==> config.mk <==
export PLATFORM = sky130hd
export DESIGN_NAME = bmp_stream_parser
export DESIGN_NICKNAME = d
export VERILOG_FILES = /design/src/rtl/bmp_pkg.sv /design/src/rtl/bmp_byte_unpacker.sv /design/src/rtl/bmp_stream_parser.sv
export SDC_FILE = /design/constraint.sdc
export NUM_CORES = 1
export LEC_CHECK = 0
export ABC_AREA = 1
export CORE_ASPECT_RATIO = 1.25
export CORE_UTILIZATION = 25
export DETAILED_ROUTE_END_ITERATION = 10
export DONT_BUFFER_PORTS = 1
export GPL_TIMING_DRIVEN = 0
export HOLD_SLACK_MARGIN = 0.1
export PLACE_DENSITY = 0.48
export SETUP_SLACK_MARGIN = 0.4
export SYNTH_ARGS = -nofsm -noshare
export SYNTH_HDL_FRONTEND = slang
export SYNTH_SLANG_ARGS = --single-unit
==> constraint.sdc <==
create_clock -name CLK -period 3.5 [get_ports CLK]
set_input_delay 0.35 -clock CLK [delete_from_list [all_inputs] [get_ports CLK]]
set_output_delay 0.35 -clock CLK [all_outputs]
set_load 0.02 [all_outputs]
Fig. 1: sequential cells grouped by signal name
Scale bar: 50 microns.
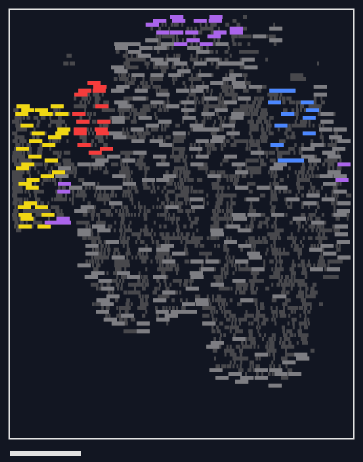
[blue] `x_q` | placed flops: 12 | where: upper right
[yellow] `u_unpacker.word_q` | placed flops: 32
[purple] `OUT_PIXEL` | placed flops: 24
[red] `bpp_q` | placed flops: 16 | where: upper left
share of the final layout cell area in sequential cells: 38.7%
sequential group power: 0.00575 W
Storage cell area: 8110 sq um
core utilization of the finished layout: 30.0%

Fig. 2: clock routing
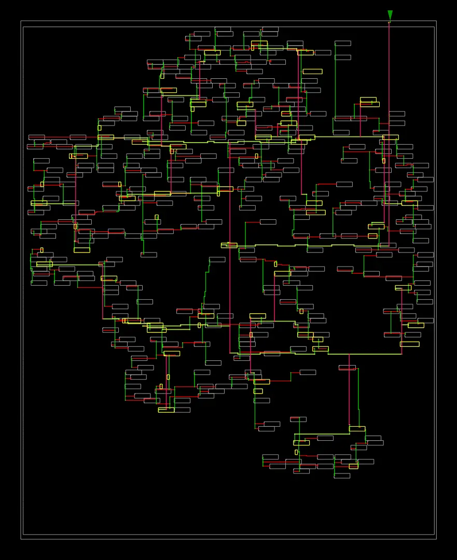
count of sequential standard cells: 324
final clock skew: 0.0267 ns
clk_buf instances: 61

Fig. 3: signal wires by layer
Scale bar: 50 microns.
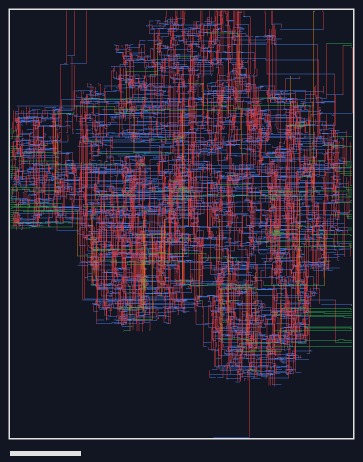
[orange] M4 | wire length: 1420 microns
[green] M3 | wire length: 2940 microns
[blue] M1 | wire length: 24.4 mm
[red] M2 | wire length: 28.7 mm
via count: 16000
wire per inst: 16.6 microns
All-Layer GR Usage: 16.0%
final wirelength: 57500 microns

Fig. 4: I/O nets highlighted
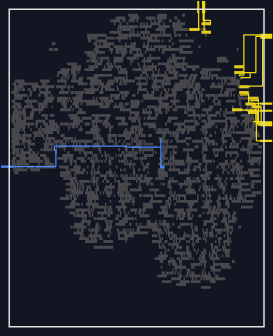
[yellow] `OUT_X` | bits: 12 | direction: output | edge: 9 right, 3 top | end cells: 12 | buffers: 0 | wire: 445 microns
[blue] `HDR_ERR` | bits: 1 | direction: output | edge: left | end cells: 1 | buffers: 0 | wire: 194 microns
IO Port Bufs: 0
I/O pin cnt: 121

Fig. 5: drive-strength map
Scale bar: 50 microns.
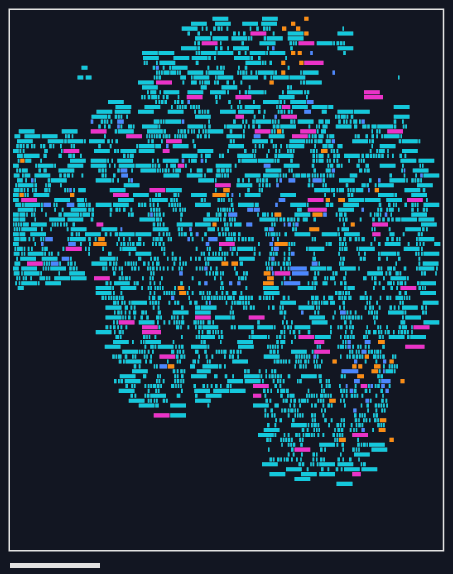
[blue] x2 | cells: 102 | share: 4.0% | most used: buf_2
[orange] x3 and x4 | cells: 52 | share: 2.1% | most used: buf_4
[cyan] x1 and smaller | cells: 2324 | share: 92% | most used: nand2_1
[magenta] x6 and larger | cells: 56 | share: 2.2% | most used: clkbuf_16
slack of the critical path: 0.602 ns
number of buffers outside the clock class in the layout: 123
final non-filler cell area: 21000 sq um

==> tab_implementation.tex <==
% Generated from flow reports
\begin{tabular}{lr}
\hline
Metric & Value \\
\hline
\multicolumn{2}{l}{\textbf{Drt}} \\
ANT nets after route & 0 \\
Top Layer Used & met4 \\
Via density per instance & 4.62 \\
Count of unresolved DRC violations after routing & 0 \\
Number of optimization iterations in the first detailed-route pass & 5 \\
Detailed-routing wirelength on met1 & about 24000 microns \\
\multicolumn{2}{l}{\textbf{Synthesis}} \\
Cell with the most instances after synthesis & sky130\_fd\_sc\_hd\_\_nand2\_1 \\
Post-synth top area cell & sky130\_fd\_sc\_hd\_\_dfrtp\_1 \\
Post-synth tally of flip-flops with integrated enable & 0 \\
YS chip area & between 15000 and 20000 sq um \\
Warnings from Yosys & 0 \\
AO/OA Area Share & 10.4\% \\
Multiplexer share of the synthesized area & 1.47\% \\
Leading cell types by total area after synthesis & sky130\_fd\_sc\_hd\_\_dfrtp\_1 46\%, sky130\_fd\_sc\_hd\_\_nand2\_1 16\%, sky130\_fd\_sc\_hd\_\_inv\_1 6.8\% \\
Cell count after synthesis & around 2400 \\
Yosys simple share & between 20\% and 30\% \\
Async set-or-reset flop fraction in the synthesized netlist & 100\% \\
Nets at Floorplan & $\sim$2500 \\
Adder share & approximately 1.1\% \\
Netlist area before placement & roughly 18000 sq um \\
Top non-seq family & simple AND/OR/NAND/NOR gates \\
Sequential-to-total area share from yosys stat & 45.6\% \\
Top post-synthesis cells by count & 734 x sky130\_fd\_sc\_hd\_\_nand2\_1, 324 x sky130\_fd\_sc\_hd\_\_dfrtp\_1, 322 x sky130\_fd\_sc\_hd\_\_inv\_1 \\
Commonest register cell after synthesis & sky130\_fd\_sc\_hd\_\_dfrtp\_1 \\
Average instance area after synthesis & about 7.3 sq um \\
Number of storage elements in the synthesis netlist & approximately 320 \\
Unique cell type count in the Yosys netlist & roughly 51 \\
Yosys cell count & $\sim$2400 \\
\multicolumn{2}{l}{\textbf{Global route}} \\
Number of antenna violations at the first check in global routing & 0 \\
Routing usage on met1 & between 10\% and 20\% \\
Remaining Overflow, GRT & 0 \\
Global-route wire length before repair & $\sim$90000 microns \\
Global-route met2 utilization & between 20\% and 30\% \\
M3 GR Usage & 3.10\% \\
Top Usage Layer GRT & met2 \\
Largest net degree at the start of global routing & between 300 and 400 \\
Number of global-route vias before repair & $\sim$16000 \\
\multicolumn{2}{l}{\textbf{Place}} \\
Instance count after placement with tap cells included & $\sim$3400 \\
Instance area after placement & around 19000 sq um \\
Hpwl dp & approximately 43000 microns \\
Placer Congestion & 0.922 \\
\multicolumn{2}{l}{\textbf{Setup path}} \\
Slowest cell on crit path & sky130\_fd\_sc\_hd\_\_o22ai\_1 \\
Ordered list of cells on the worst path & ha\_1 -> inv\_1 -> clkbuf\_1 -> o22ai\_1 -> inv\_1 -> nor4\_1 -> a41oi\_1 \\
Critical path's top delay family & AND-OR/OR-AND gates \\
CP Data Required Time & $\sim$4 ns \\
Crit path kind & flop to flop \\
Worst endpoint data arrival time & 3.34 ns \\
Sum of buffers and inverters on the critical path & 3 \\
Critical path peak fanout & 10 \\
Worst reg-to-reg path cell count & 7 \\
Delay contributed by the slowest stage of the critical path & between 0.9 and 1 ns \\
Critical path endpoint category & flop \\
Most common cell on crit path & sky130\_fd\_sc\_hd\_\_inv\_1 \\
Type of origin of the critical path & flop \\
\multicolumn{2}{l}{\textbf{Timing}} \\
Setup TNS & 0 ns \\
Setup repair after global routing missed its margin & true \\
Fmax achieved & between 300 and 400 MHz \\
Fin Hold WS & -0.510 ns \\
Final worst path period share & between 80\% and 90\% \\
Final setup violating endpoints & 0 \\
Slew at the pin closest to its max-slew limit & 1.11 ns \\
Final Max Slew Viols & 0 \\
Hold Violations, Final & roughly 320 \\
Min cycle time layout & roughly 2.9 ns \\
Relative slew slack & a little over a quarter \\
\multicolumn{2}{l}{\textbf{Power}} \\
Main power-consuming group & registers \\
Cell Int Power & 0.00891 W \\
Overall Power & 0.0154 W \\
Leakage & roughly 10 nW \\
Clock network power & 0.00429 W \\
Maximum vdd ir drop & $\sim$500 uV \\
Total power per unit cell area & 732 nW/um\^{}2 \\
Share of total power in sequential cells & between 30\% and 40\% \\
Share of power burned in the clock network & about 28\% \\
\multicolumn{2}{l}{\textbf{Die}} \\
Initial core utilization & between 20\% and 30\% \\
Placement row count & approximately 110 \\
Area of the placeable core & 69900 sq um \\
Die Span Y & $\sim$300 microns \\
Number of tapcells & 935 \\
\multicolumn{2}{l}{\textbf{Job}} \\
Count of maximum capacitance violations & 0 \\
OpenROAD warning count & 39 \\
\multicolumn{2}{l}{\textbf{Clocking}} \\
Hold buffer count at cts & 34 \\
Clock root buffer & sky130\_fd\_sc\_hd\_\_clkbuf\_16 \\
TritonCTS clock tree & built \\
Count of clock tree sinks & 324 \\
Inserted Clock Buffers & about 40 \\
Clock network latency to the later pin of the worst-skew pair & slightly below 0.6 ns \\
Maximum level of the CTS H-tree & 2 \\
Number of instances resized during post-cts repair & 27 \\
Deepest clock path buffer count & 3 \\
Post-CTS setup buffers & 1 \\
\multicolumn{2}{l}{\textbf{Run status}} \\
Violations in the final reports & negative hold slack \\
Result of the run & finished with violations \\
\multicolumn{2}{l}{\textbf{Cells and area}} \\
Number of logic inverters in the finished layout & roughly 330 \\
Buffering overhead & about 4\% \\
FILL cells & approximately 7500 \\
Top library cells by usage in the layout, fill and taps aside & 721 x sky130\_fd\_sc\_hd\_\_nand2\_1, 320 x sky130\_fd\_sc\_hd\_\_dfrtp\_1, 319 x sky130\_fd\_sc\_hd\_\_inv\_1 \\
Cell type taking the most area & logic gates \\
Number of cells in the finished layout apart from fillers & $\sim$3500 \\
Syn-to-layout area delta & 18.1\% \\
Share of layout cells above drive strength 1 & between 8 and 9\% \\
Fraction of area in clock buffers and inverters & 6.45\% \\
Count of nets after finishing & between 2000 and 3000 \\
Combinational fraction of the cell area & around two fifths \\
Gate Area & 8260 sq um \\
Most frequently placed logic cell in the final layout & sky130\_fd\_sc\_hd\_\_nand2\_1 \\
\hline
\end{tabular}
Power is estimated from default activity; no workload was simulated.
